==> run_1/layer_met1.png <==
Drawn at 3 px/um. Supply wires on this layer in grey.
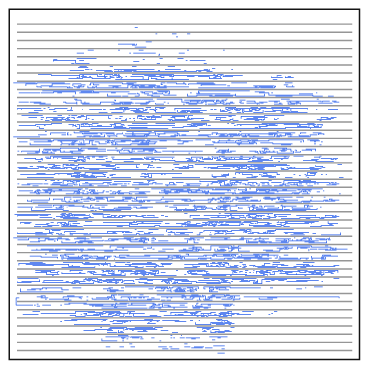
==> run_1/layer_met2.png <==
Drawn at 2 px/um. Cells faint in the background.
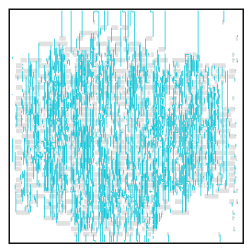
==> run_1/layer_met3.png <==
Drawn at 3 px/um.
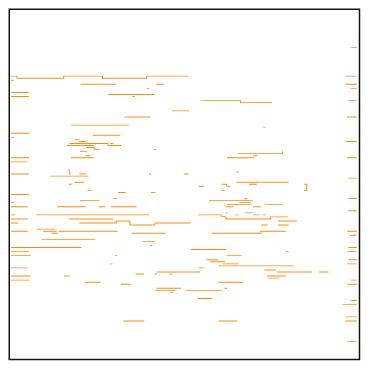
==> run_1/layer_met4.png <==
Drawn at 3 px/um. Supply wires on this layer in grey.
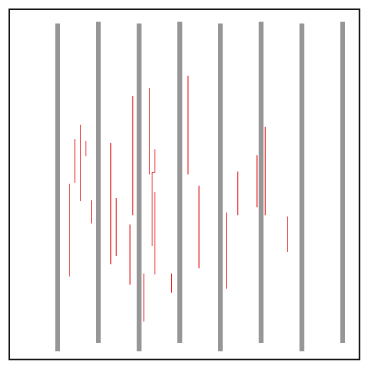
`src/rtl/instr_mem_loader_if.sv`:
```
// Byte-stream in / memory word-write out bundle for the instruction memory loader.
// master drives the byte stream and observes writes; slave is the loader itself.
interface instr_mem_loader_if #(
    parameter int ADDRESS_WIDTH = 32
);
    logic [7:0]               rx_data;
    logic                     rx_valid;
    logic                     rx_ready;
    logic                     wr_en;
    logic [ADDRESS_WIDTH-1:0] wr_addr;
    logic [31:0]              wr_data;

    modport master (
        output rx_data, rx_valid,
        input  rx_ready, wr_en, wr_addr, wr_data
    );

    modport slave (
        input  rx_data, rx_valid,
        output rx_ready, wr_en, wr_addr, wr_data
    );
endinterface

```
`src/rtl/instr_mem_loader.sv`:
```
// Loads a length-prefixed byte stream into instruction memory as little-endian words, holding the CPU meanwhile.
// One word per 5 cycles at best (4 byte cycles + 1 write cycle); rx_ready drops in WRITE/DONE/ERR/IDLE.
module instr_mem_loader #(
    parameter int                       ADDRESS_WIDTH = 32,
    parameter int                       MEM_ADDR_BITS = 12,
    parameter logic [ADDRESS_WIDTH-1:0] BASE_ADDR     = '0
) (
    input  logic                clk,
    input  logic                rst,
    input  logic                start,
    instr_mem_loader_if.slave   bus,
    output logic                busy,
    output logic                cpu_hold,
    output logic                done,
    output logic                err
);
    typedef enum logic [2:0] {
        IDLE, LEN0, LEN1, DATA, WRITE, DONE, ERR
    } state_t;

    localparam logic [63:0] MEM_BYTES = 64'd1 << MEM_ADDR_BITS;

    state_t                   state_q, state_d;
    logic [15:0]              len_q, len_d;
    logic [15:0]              word_idx_q, word_idx_d;
    logic [1:0]               byte_cnt_q, byte_cnt_d;
    logic [31:0]              word_q, word_d;
    logic [ADDRESS_WIDTH-1:0] wr_addr_q, wr_addr_d;
    logic [31:0]              wr_data_q, wr_data_d;
    logic                     err_q, err_d;

    logic        rx_ready;
    logic        fire;
    logic [15:0] n_new;
    logic [63:0] end_addr;

    // Wide compare so an oversized image can never wrap back into range.
    assign n_new    = {bus.rx_data, len_q[7:0]};
    assign end_addr = 64'(BASE_ADDR) + {46'd0, n_new, 2'b00};

    always_comb begin
        state_d    = state_q;
        len_d      = len_q;
        word_idx_d = word_idx_q;
        byte_cnt_d = byte_cnt_q;
        word_d     = word_q;
        wr_addr_d  = wr_addr_q;
        wr_data_d  = wr_data_q;
        err_d      = err_q;

        rx_ready = (state_q == LEN0) || (state_q == LEN1) || (state_q == DATA);
        fire     = bus.rx_valid && rx_ready;

        case (state_q)
            IDLE: begin
                if (start) begin
                    state_d = LEN0;
                    err_d   = 1'b0;
                end
            end
            LEN0: begin
                if (fire) begin
                    len_d[7:0] = bus.rx_data;
                    state_d    = LEN1;
                end
            end
            LEN1: begin
                if (fire) begin
                    len_d[15:8] = bus.rx_data;
                    if (n_new == 16'd0) begin
                        state_d = DONE;
                    end else if (end_addr > MEM_BYTES) begin
                        state_d = ERR;
                        err_d   = 1'b1;
                    end else begin
                        state_d    = DATA;
                        word_idx_d = 16'd0;
                        byte_cnt_d = 2'd0;
                    end
                end
            end
            DATA: begin
                if (fire) begin
                    word_d[{byte_cnt_q, 3'b000} +: 8] = bus.rx_data;
                    byte_cnt_d = byte_cnt_q + 2'd1;
                    if (byte_cnt_q == 2'd3) begin
                        state_d   = WRITE;
                        wr_addr_d = BASE_ADDR + ADDRESS_WIDTH'({word_idx_q, 2'b00});
                        wr_data_d = word_d;
                    end
                end
            end
            WRITE: begin
                word_idx_d = word_idx_q + 16'd1;
                if (({1'b0, word_idx_q} + 17'd1) == {1'b0, len_q}) begin
                    state_d = DONE;
                end else begin
                    state_d = DATA;
                end
            end
            DONE:    state_d = IDLE;
            ERR:     state_d = IDLE;
            default: state_d = IDLE;
        endcase
    end

    always_ff @(posedge clk) begin
        if (rst) begin
            state_q    <= IDLE;
            len_q      <= '0;
            word_idx_q <= '0;
            byte_cnt_q <= '0;
            word_q     <= '0;
            wr_addr_q  <= '0;
            wr_data_q  <= '0;
            err_q      <= 1'b0;
        end else begin
            state_q    <= state_d;
            len_q      <= len_d;
            word_idx_q <= word_idx_d;
            byte_cnt_q <= byte_cnt_d;
            word_q     <= word_d;
            wr_addr_q  <= wr_addr_d;
            wr_data_q  <= wr_data_d;
            err_q      <= err_d;
        end
    end

    assign bus.rx_ready = rx_ready;
    assign bus.wr_en    = (state_q == WRITE);
    assign bus.wr_addr  = wr_addr_q;
    assign bus.wr_data  = wr_data_q;
    assign busy         = (state_q != IDLE);
    assign cpu_hold     = busy;
    assign done         = (state_q == DONE);
    assign err          = err_q;
endmodule

```
`src/flat_wrapper.sv`:
```
// flat-port wrapper written by rule: the top's interface ports become plain ports
module instr_mem_loader_flat 
#(
    parameter int                       ADDRESS_WIDTH = 32,
    parameter int                       MEM_ADDR_BITS = 12,
    parameter logic [ADDRESS_WIDTH-1:0] BASE_ADDR     = '0
)
  (clk, rst, start, busy, cpu_hold, done, err, bus_rx_data, bus_rx_valid, bus_rx_ready, bus_wr_en, bus_wr_addr, bus_wr_data);
  instr_mem_loader_if #(.ADDRESS_WIDTH(ADDRESS_WIDTH)) bus_i ();
  input  logic clk;
  input  logic rst;
  input  logic start;
  output logic busy;
  output logic cpu_hold;
  output logic done;
  output logic err;
  input wire logic [$bits(bus_i.rx_data)-1:0] bus_rx_data;
  input wire logic [$bits(bus_i.rx_valid)-1:0] bus_rx_valid;
  output wire logic [$bits(bus_i.rx_ready)-1:0] bus_rx_ready;
  output wire logic [$bits(bus_i.wr_en)-1:0] bus_wr_en;
  output wire logic [$bits(bus_i.wr_addr)-1:0] bus_wr_addr;
  output wire logic [$bits(bus_i.wr_data)-1:0] bus_wr_data;
  assign bus_i.rx_data = bus_rx_data;
  assign bus_i.rx_valid = bus_rx_valid;
  assign bus_rx_ready = bus_i.rx_ready;
  assign bus_wr_en = bus_i.wr_en;
  assign bus_wr_addr = bus_i.wr_addr;
  assign bus_wr_data = bus_i.wr_data;
  instr_mem_loader #(.ADDRESS_WIDTH(ADDRESS_WIDTH), .MEM_ADDR_BITS(MEM_ADDR_BITS), .BASE_ADDR(BASE_ADDR)) u_core (.clk(clk), .rst(rst), .start(start), .bus(bus_i), .busy(busy), .cpu_hold(cpu_hold), .done(done), .err(err));
endmodule
```
`config.mk`:
```
export PLATFORM = sky130hd
export DESIGN_NAME = instr_mem_loader_flat
export DESIGN_NICKNAME = d
export VERILOG_FILES = /design/src/rtl/instr_mem_loader_if.sv /design/src/rtl/instr_mem_loader.sv /design/src/flat_wrapper.sv
export SDC_FILE = /design/constraint.sdc
export NUM_CORES = 1
export LEC_CHECK = 0
export ABC_AREA = 1
export ABC_CLOCK_PERIOD_IN_PS = 1790
export CORE_MARGIN = 2
export CORE_UTILIZATION = 45
export CTS_CLUSTER_DIAMETER = 40
export DETAILED_ROUTE_END_ITERATION = 6
export PLACE_DENSITY = 0.79
export SYNTH_ARGS = -nofsm -noshare
export SYNTH_HDL_FRONTEND = slang
export SYNTH_SLANG_ARGS = --single-unit
```
`constraint.sdc`:
```
create_clock -name clk -period 1.79 [get_ports clk]
set_input_delay 0.179 -clock clk [delete_from_list [all_inputs] [get_ports clk]]
set_output_delay 0.179 -clock clk [all_outputs]
set_load 0.03 [all_outputs]
```
==> impl_metrics.py, run 1 <==
# Physical implementation metrics
metrics = {
    "outcome": {
        "status": "finished, violations left",
        "violations": "setup timing",
    },
    "worst_setup_path": {
        "worstRegToRegCells": 10,
        "crit_chain": "nor2_1 > nand3_1 > nor4_4 > nand3_1 > a21oi_2 > nand2_2 > nand2_4 > nand2_8 > a21oi_2 > nor2_1",
        "worstReg2RegStart": "u_core.len_q[6]",
        "required_ns": 2.07,
        "max_stage_delay_ns": 0.32,
        "rrSetupSlack_ns": -0.10,
        "cp_data_arrival_time_ns": 2.18,
        "crit_buf_inv": 0,
        "critical_path_depth": 10,
        "reg2reg_to": "u_core.word_idx_q[6]",
        "end_kind": "flop",
        "crit_start": "u_core.len_q[6]",
        "critPathMaxFanout": 8,
        "endpoint": "u_core.word_idx_q[6]",
        "critical_path_class": "reg -> reg",
        "start_kind": "flop",
        "worst_path_dominant_cell_family": "simple AND/OR/NAND/NOR gates",
        "cp_slowest_cell": "dfxtp_2",
    },
    "finish": {
        "final-comb-area_um2": 2940,
        "final_cell_mix": "107 x dfxtp_1, 99 x nand2_1, 89 x inv_1",
        "fin_nets": 917,
        "antenna_cells": 0,
        "utilization": 0.641,
        "num-fill-cells": 1005,
        "layout-drive-gt1-share": 0.215,
        "final_common_cell": "dfxtp_1",
        "syn2layout_area_growth_pct": 37.5,
        "regArea_um2": 2380,
    },
    "yosys": {
        "top_logic_kind": "AND-OR/OR-AND gates",
        "yosysCellCount": 780,
        "top_cell": "dfxtp_1",
        "yosysWarningCount": 0,
        "synth.area.top_cells": "dfxtp_1 42%, a21oi_1 7.3%, nand2_1 7.2%",
        "mux_share": 0,
        "synthFlopType": "dfxtp_1",
        "synth_top_area_share": 0.417,
        "ys.flops": 118,
        "synth_area_um2": 5670,
        "synth_area_leader_cell": "dfxtp_1",
        "synthAoiAreaFrac": 0.232,
        "edf_count": 0,
        "top_cells_by_count": "118 x dfxtp_1, 108 x nand2_1, 91 x inv_1",
        "synthSimpleGateAreaFrac": 0.213,
        "xor_share": 0.00552,
        "ys_area_um2": 5670,
        "synthCells": 780,
        "async_flop_share": 0,
        "adder_share": 0.0155,
        "syn_avg_cell_area_um2": 7.27,
        "ys_types": 33,
        "postSynthSeqShare": 0.417,
    },
    "pwr": {
        "p_sw_mw": 2.46,
        "p_int_mw": 5.29,
        "powerComb_mw": 1.60,
        "p_clk_mw": 3.27,
        "p_per_area_nw_per_um2": 995,
        "maxPowerGroup": "the clock network",
        "cellLeakagePower_nw": 3.10,
        "power_frac_seq": 0.373,
        "ir_worst_vdd_mv": 0.619,
        "power.total_mw": 7.75,
        "switching_share": 0.317,
        "seq_power_mw": 2.89,
        "clkPwrFrac": 0.421,
        "combPwrFrac": 0.206,
    },
    "clock_tree": {
        "cts_hold_buf": 0,
        "clkSlewWorstSetupHoldPaths_ns": 0.06,
        "cts_inserted_buffers": 17,
        "cts.sinks": 118,
        "root_buffer": "clkbuf_16",
        "htreeDepth": 4,
        "insertion_delay_ns": 0.42,
        "cts_tree": "yes",
        "clock_path_buffers": 2,
    },
    "die": {
        "die_h_um": 116,
        "rows": 40,
        "initCoreUtil": 0.466,
        "core_um2": 12200,
        "chipArea_um2": 13500,
        "die_x_um": 116,
        "ios": 82,
    },
    "detailed_routing": {
        "ant_nets": 0,
        "first_pass_iters": 5,
        "drt_drc_violations_left": 0,
        "wl_per_cell_um": 15.6,
        "routed_via_density": 5.41,
        "drt_iter0_drc": 498,
    },
    "job": {
        "warning_count": 33,
        "cap_violations": 0,
    },
    "place": {
        "place_ws_ns": -0.0973,
        "gp_congestion": 0.847,
        "hpwl_um": 10000,
        "port-buffer-count": 65,
    },
    "final_timing": {
        "finalHoldViolations": 0,
        "drv_slew": 0,
        "fin_ws_ns": -0.104,
        "clock_skew_ns": 0.0106,
        "worst_slew_pin_slew_ns": 0.516,
        "fin_crit_ns": 1.89,
        "whs_ns": 0.249,
        "rsz0062_at_grt": "yes",
        "finalSetupTns_ns": -0.624,
        "setup-violations-final": 12,
        "timing.fmax_mhz": 528,
        "slew_headroom": 0.656,
        "fin_crit_sh": 1.06,
    },
    "global_route": {
        "antenna_found_initial": 0,
        "grt_usage": 0.234,
        "grt_max_degree": 67,
        "grt_pass1_wl_um": 25000,
        "grt-ovfl-total": 0,
        "grt_pass1_vias": 5244,
    },
    "hold_path": {
        "min_delay_path_depth": 3,
        "hold_path_end": "u_core.err",
        "hp-class": "in -> reg",
        "min-delay-start": "rst",
    },
}
-- layer_met1.png (at the start) --
share of all routed wire = 43%
wire length on this layer = 7,180 um
main direction = horizontal
longest straight run = 31.7 um
nets with wire on the layer = 843
final WL: 16,800 um
vias post-DR: 5,827

-- layer_met2.png (at the start) --
share of all routed wire = 49%
main direction = vertical
longest straight run = 44.5 um
wire length on this layer = 8,280 um
nets with wire on the layer = 772
GR Util met2: 0.385

-- layer_met3.png (at the start) --
share of all routed wire = 5.5%
main direction = horizontal
longest straight run = 37.3 um
nets with wire on the layer = 116
wire length on this layer = 918 um
GR Util met3: 0.0529

-- layer_met4.png (at the start) --
main direction = vertical
nets with wire on the layer = 17
longest straight run = 40.1 um
share of all routed wire = 2.8%

-- run 1: flip-flops by register name, summed over array words and instances, names as in the netlist --
register            count
u_core.err              1
u_core.word_q          32
u_core.word_idx_q      16
u_core.bus.wr_addr     16
u_core.len_q           16
u_core.bus.wr_data     32
u_core.state_q          3
u_core.byte_cnt_q       2
-- run 1: cells by family after synthesis --
| logic type | after synthesis |
|---|---|
| simple gates | 270 |
| compound gates | 228 |
| buf+inv | 154 |
| flops | 118 |
| fa+ha+maj | 7 |
| xor+xnor | 2 |
| other cells | 1 |
-- run 1: through the flow --
step	cells	instance area, um2
after global routing	1078	7790
after detailed placement	1034	6820
after CTS	1068	7460
after global placement	1034	6820
after floorplan	795	5720
final	1078	7790
-- run 1: metal layers --
| layer | vias up | GRT usage | wire [um] | part of all wire |
|---|---|---|---|---|
| met2 | 226 | 0.385 | 8280 | 0.49 |
| met4 | 0 | 0.0960 | 468 | 0.028 |
| li1 | 2829 | - | - | - |
| met1 | 2726 | 0.296 | 7180 | 0.43 |
| met3 | 46 | 0.0529 | 918 | 0.054 |
| met5 | - | 0 | 0 | 0 |
-- run 1: timing repair --
action                     CTS  global route
pin swaps                   13            20
setup buffers                3             6
cloned                       0             4
setup endpoints to repair    7            81
resized                     21            60
-- run 1: worst register-to-register path: cells and delay by family, from the launching register on --
family / cells / cell delay, ns
AND-OR/OR-AND: 2 / 0.38
flip-flops: 1 / 0.32
AND/OR/NAND/NOR: 8 / 1.08
-- run 1: final cells by class --
type	instances	area share
multi-input combinational	524	0.378
sequential	118	0.306
timing repair buffer	141	0.171
clock buffer	18	0.0563
inverter	96	0.0466
tap	168	0.0270
clock inverter	13	0.0161
==> run 2, diff against run 1 <==
Settings changed: CAP_MARGIN from default to 20, GPL_ROUTABILITY_DRIVEN from default to 0.
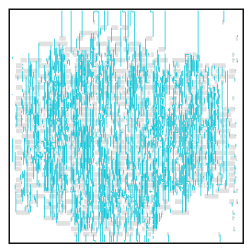
(run_2/layer_met2.png)
Drawn at 2 px/um. Cells faint in the background.
main direction = vertical
wire length on this layer = 8,280 um
longest straight run = 44.5 um
share of all routed wire = 49%
nets with wire on the layer = 772

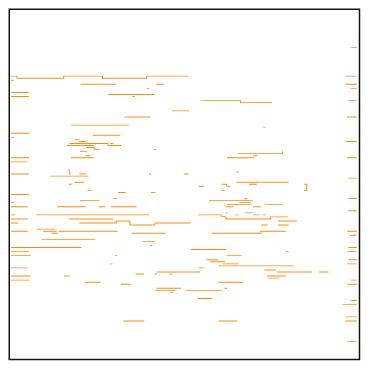
(run_2/layer_met3.png)
Drawn at 3 px/um.
longest straight run = 37.3 um
share of all routed wire = 5.5%
wire length on this layer = 918 um
main direction = horizontal

==> impl_metrics.py, run 2 <==
# Physical implementation metrics
metrics = {
    "yosys": {
        "postSynthSeqShare": 0.417,
        "yosysWarningCount": 0,
        "synth_top_area_share": 0.417,
        "ys_types": 33,
        "syn_avg_cell_area_um2": 7.27,
        "async_flop_share": 0,
        "ys.flops": 118,
        "synthFlopType": "dfxtp_1",
        "top_cells_by_count": "118 x dfxtp_1, 108 x nand2_1, 91 x inv_1",
        "synthCells": 780,
        "ys_area_um2": 5670,
    },
    "die": {
        "rows": 40,
        "die_h_um": 116,
        "ios": 82,
        "chipArea_um2": 13500,
        "tap_cells": 168,
        "initCoreUtil": 0.466,
        "die_x_um": 116,
    },
    "hold_path": {
        "min-delay-start": "rst",
        "hp-class": "in -> reg",
    },
    "worst_setup_path": {
        "cp_data_arrival_time_ns": 2.18,
        "critPathMaxFanout": 8,
        "crit_buf_inv": 0,
        "end_kind": "flop",
        "cp_slowest_cell": "dfxtp_2",
        "worstReg2RegStart": "u_core.len_q[6]",
        "crit_chain": "nor2_1 > nand3_1 > nor4_4 > nand3_1 > a21oi_2 > nand2_2 > nand2_4 > nand2_8 > a21oi_2 > nor2_1",
        "critical_path_class": "reg -> reg",
        "crit_start": "u_core.len_q[6]",
        "worst_path_dominant_cell_family": "simple AND/OR/NAND/NOR gates",
        "start_kind": "flop",
        "required_ns": 2.07,
    },
    "outcome": {
        "status": "finished, violations left",
        "violations": "setup timing",
    },
    "finish": {
        "final-comb-area_um2": 2940,
        "largestClassByArea": "multi-input combinational cells",
        "comb_area_frac": 0.378,
        "regArea_um2": 2380,
        "fin_nets": 917,
        "seq_cell_count": 118,
        "inv_count": 96,
        "clk_share": 0.0724,
        "clkbuf_count": 18,
        "nonClkBufAreaFrac": 0.171,
        "final_common_cell": "dfxtp_1",
        "num-fill-cells": 1005,
        "nNonClkBuffers": 141,
        "seq_share": 0.306,
        "syn2layout_area_growth_pct": 37.5,
        "final_cell_mix": "107 x dfxtp_1, 99 x nand2_1, 89 x inv_1",
        "logic_gate_count": 524,
        "layout-drive-gt1-share": 0.215,
    },
    "detailed_routing": {
        "drt_drc_violations_left": 0,
        "routed_via_density": 5.41,
        "ant_nets": 0,
        "wl_per_cell_um": 15.6,
        "drt_iter0_drc": 498,
        "first_pass_iters": 5,
        "drt-total-wl_um": 16800,
    },
    "job": {
        "cap_violations": 0,
    },
    "clock_tree": {
        "cts_tree": "yes",
        "root_buffer": "clkbuf_16",
        "cts_setup_buffers": 3,
        "clkSlewWorstSetupHoldPaths_ns": 0.06,
        "htreeDepth": 4,
        "clock_path_buffers": 2,
        "cts_hold_buf": 0,
        "cts.sinks": 118,
        "cts_resized": 21,
    },
    "place": {
        "placed_area_um2": 6820,
        "place_ws_ns": -0.0973,
        "port-buffer-count": 65,
    },
    "global_route": {
        "grt_pass1_vias": 5244,
        "grt_usage": 0.234,
        "grt-ovfl-total": 0,
    },
    "pwr": {
        "cellLeakagePower_nw": 3.10,
        "p_per_area_nw_per_um2": 995,
    },
    "final_timing": {
        "slew_headroom": 0.656,
        "worst_slew_pin_slew_ns": 0.516,
        "finalHoldViolations": 0,
        "rsz0062_at_grt": "yes",
        "drv_slew": 0,
        "fin_crit_sh": 1.06,
        "fin_crit_ns": 1.89,
        "timing.fmax_mhz": 528,
        "fin_ws_ns": -0.104,
        "setup-violations-final": 12,
    },
}
==> run 2: cell counts in the layout (fill, tap and decap cells not counted) <==
Identical to the previous run, type by type.
==> run 2: per-layer routing <==
metal | vias to the layer above | part of all wire | global-route usage
met2 | 226 | 0.49 | 0.385
met4 | 0 | 0.028 | 0.0960
met5 | - | 0 | 0
met1 | 2726 | 0.43 | 0.296
li1 | 2829 | - | -
met3 | 46 | 0.054 | 0.0529
==> run 2: where the power goes <==
group          internal, mW  switching (mW)
Clock                  1.95            1.31
Combinational         0.558            1.04
Sequential             2.78           0.109
Total                  5.29            2.46
==> run 2: cells by family (layout without fill, tap and decap cells) <==
logic type,Yosys count,after routing,share of synthesized area
XOR/XNOR,2,2,0.00552
buffers and inverters,154,268,0.117
adder cells (fa/ha/maj),7,7,0.0155
AND/OR/NAND/NOR,270,271,0.213
other,1,16,0.000662
flip-flops,118,118,0.417
AND-OR/OR-AND,228,228,0.232
==> run 2: per-stage QoR <==
| step | util | cells | TNS (ns) | hold slack, ns | total power [mW] |
|---|---|---|---|---|---|
| finish | 0.641 | 1078 | -0.624 | 0.249 | 7.75 |
| global route | 0.641 | 1078 | -2.54 | 0.266 | 8.07 |
| CTS | 0.613 | 1068 | -0.0445 | 0.227 | 7.61 |
| detailed placement | 0.560 | 1034 | -1.06 | 0.451 | 4.40 |
| global placement | 0.560 | 1034 | -0.131 | 0.451 | 4.37 |
| floorplan | - | 795 | 0 | 0.362 | 3.94 |
==> run 2: final timing paths <==
path / endpoint / depth (start not counted)
setup / recovery: u_core.word_idx_q[6] / 10
setup reg to reg: u_core.word_idx_q[6] / 10
hold / removal: u_core.err / 3
hold reg to reg: u_core.err / 2
==> run 2: worst min-delay path, stage by stage <==
cell	delay [ns]
buf_2	0.10
buf_4	0.27
a21oi_1	0.07
==> run 3, diff against run 2 <==
Settings changed: SETUP_SLACK_MARGIN from default to 0.1.
==> impl_metrics.py, run 3 <==
# Physical implementation metrics
metrics = {
    "die": {
        "chipArea_um2": 13500,
        "die_x_um": 116,
        "initCoreUtil": 0.466,
        "tap_cells": 168,
        "rows": 40,
        "die_h_um": 116,
        "ios": 82,
    },
    "clock_tree": {
        "cts_hold_buf": 0,
        "clkSlewWorstSetupHoldPaths_ns": 0.06,
        "cts_tree": "yes",
        "clock_path_buffers": 2,
        "htreeDepth": 4,
        "root_buffer": "clkbuf_16",
        "cts.sinks": 118,
        "insertion_delay_ns": 0.42,
        "cts_inserted_buffers": 17,
    },
    "finish": {
        "num-fill-cells": 973,
        "largestClassByArea": "multi-input combinational cells",
        "clk_share": 0.0715,
        "antenna_cells": 0,
        "nonClkBufAreaFrac": 0.167,
        "utilization": 0.649,
        "nNonClkBuffers": 141,
        "final_common_cell": "dfxtp_1",
        "fin_nets": 917,
        "inv_count": 96,
        "final-comb-area_um2": 3060,
        "syn2layout_area_growth_pct": 39.3,
        "design_area_um2": 7900,
        "regArea_um2": 2380,
        "seq_share": 0.301,
        "logic_gate_count": 524,
        "clkbuf_count": 18,
        "seq_cell_count": 118,
        "comb_area_frac": 0.388,
        "final_cell_mix": "109 x dfxtp_1, 89 x inv_1, 89 x nand2_1",
        "layout-drive-gt1-share": 0.245,
    },
    "hold_path": {
        "hold_path_end": "u_core.err",
        "min_delay_path_depth": 3,
        "min-delay-start": "rst",
        "hp-class": "in -> reg",
    },
    "worst_setup_path": {
        "critPathMaxFanout": 8,
        "critical_path_class": "reg -> reg",
        "cp_slowest_cell": "dfxtp_2",
        "cp_data_arrival_time_ns": 2.22,
        "reg2reg_to": "u_core.word_idx_q[6]",
        "worstRegToRegCells": 10,
        "crit_buf_inv": 0,
        "worst_path_dominant_cell_family": "simple AND/OR/NAND/NOR gates",
        "start_kind": "flop",
        "required_ns": 2.08,
        "worstReg2RegStart": "u_core.len_q[6]",
        "max_stage_delay_ns": 0.32,
        "end_kind": "flop",
        "rrSetupSlack_ns": -0.15,
        "crit_chain": "nor2_1 > nand3_1 > nor4_4 > nand3_1 > a21oi_2 > nand2_2 > nand2_4 > nand2_8 > a21oi_2 > nor2_1",
    },
    "yosys": {
        "ys.flops": 118,
        "yosysWarningCount": 0,
        "synth_top_area_share": 0.417,
        "yosysCellCount": 780,
        "synthFlopType": "dfxtp_1",
        "syn_avg_cell_area_um2": 7.27,
        "top_cell": "dfxtp_1",
        "async_flop_share": 0,
        "postSynthSeqShare": 0.417,
        "ys_types": 33,
        "synth_area_um2": 5670,
        "top_cells_by_count": "118 x dfxtp_1, 108 x nand2_1, 91 x inv_1",
        "synth.area.top_cells": "dfxtp_1 42%, a21oi_1 7.3%, nand2_1 7.2%",
        "synth_area_leader_cell": "dfxtp_1",
        "edf_count": 0,
        "synthCells": 780,
        "ys_area_um2": 5670,
    },
    "final_timing": {
        "timing.fmax_mhz": 516,
        "fin_crit_sh": 1.08,
        "whs_ns": 0.247,
        "setup-violations-final": 36,
        "clock_skew_ns": 0.00795,
        "fin_ws_ns": -0.146,
        "rsz0062_at_grt": "yes",
        "fin_crit_ns": 1.94,
        "finalSetupTns_ns": -1.82,
        "finalHoldViolations": 0,
        "drv_slew": 0,
    },
    "global_route": {
        "grt_usage": 0.247,
        "grt_pass1_wl_um": 26300,
        "antenna_found_initial": 0,
        "grt_pass1_vias": 5445,
        "grt-ovfl-total": 0,
        "grt_max_degree": 67,
    },
    "job": {
        "warning_count": 33,
        "cap_violations": 0,
    },
    "place": {
        "dp_cells": 1034,
        "placed_area_um2": 6820,
        "port-buffer-count": 65,
        "place_ws_ns": -0.0973,
        "hpwl_um": 10000,
    },
    "pwr": {
        "power.total_mw": 7.89,
        "p_per_area_nw_per_um2": 999,
        "ir_worst_vdd_mv": 0.671,
        "cellLeakagePower_nw": 3.08,
    },
    "detailed_routing": {
        "drt_iter0_drc": 420,
        "ant_nets": 0,
        "routed_via_density": 5.44,
        "first_pass_iters": 5,
        "wl_per_cell_um": 15.9,
        "drt_drc_violations_left": 0,
    },
    "outcome": {
        "violations": "setup timing",
        "status": "finished, violations left",
    },
}
-- run 3: cell counts after synthesis --
No cell type changed its count.
-- run 3: routing by layer --
| metal | routed length, um | GRT usage | up-vias | part of all wire |
|---|---|---|---|---|
| met5 | 0 | 0 | - | 0 |
| met4 | 635 | 0.116 | 0 | 0.037 |
| met3 | 1030 | 0.0555 | 68 | 0.060 |
| met2 | 8410 | 0.407 | 240 | 0.49 |
| met1 | 7070 | 0.307 | 2729 | 0.41 |
| li1 | - | - | 2824 | - |
-- run 3: worst max-delay path by stage --
stage | from | end | slack (ns) | depth (start not counted)
5_1_grt | u_core.word_idx_q[3] | u_core.state_q[1] | -0.23 | 15
3_3_place_gp | bus_rx_data[5] | u_core.word_idx_q[9] | -0.02 | 10
6_report | u_core.len_q[6] | u_core.word_idx_q[6] | -0.15 | 10
3_5_place_dp | u_core.word_idx_q[1] | u_core.state_q[1] | -0.1 | 14
2_1_floorplan | u_core.word_idx_q[1] | u_core.state_q[1] | 0.11 | 14
4_1_cts | u_core.word_idx_q[1] | u_core.state_q[1] | -0.04 | 12
-- run 3: logic make-up after synthesis --
group	synth area share
adder cells (fa/ha/maj)	0.0155
XOR/XNOR	0.00552
AND/OR/NAND/NOR	0.213
buffers and inverters	0.117
AND-OR/OR-AND	0.232
other	0.000662
flip-flops	0.417
-- run 3: report_power, final --
| part | total (mW) | switching, mW | internal [mW] |
|---|---|---|---|
| Clock | 3.26 | 1.31 | 1.95 |
| Combinational | 1.74 | 1.09 | 0.650 |
| Sequential | 2.89 | 0.106 | 2.78 |
| Total | 7.89 | 2.50 | 5.38 |
-- run 3: timing repair --
item | 4_1_cts | 5_1_grt
endpoints found under the setup margin | 51 | 108
cloned | 2 | 1
gates resized | 45 | 72
buffers inserted | 6 | 5
pin swaps | 18 | 28
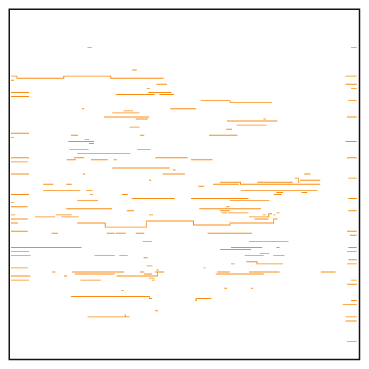
(run_3/layer_met3.png)
Drawn at 3 px/um.
longest straight run = 26.5 um
wire length on this layer = 1,030 um
nets with wire on the layer = 115
main direction = horizontal
share of all routed wire = 6.0%
GR Util met3: 0.0555
vias post-DR: 5,861
final WL: 17,100 um

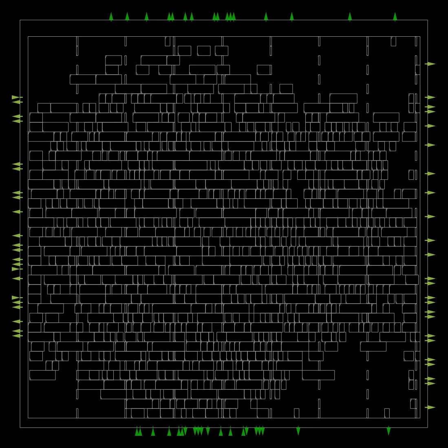
(run_3/placement.png)
Final Non-Filler Cells: 1,078
core outline area: 12,200 um2

Power and IR drop assume default switching activity.
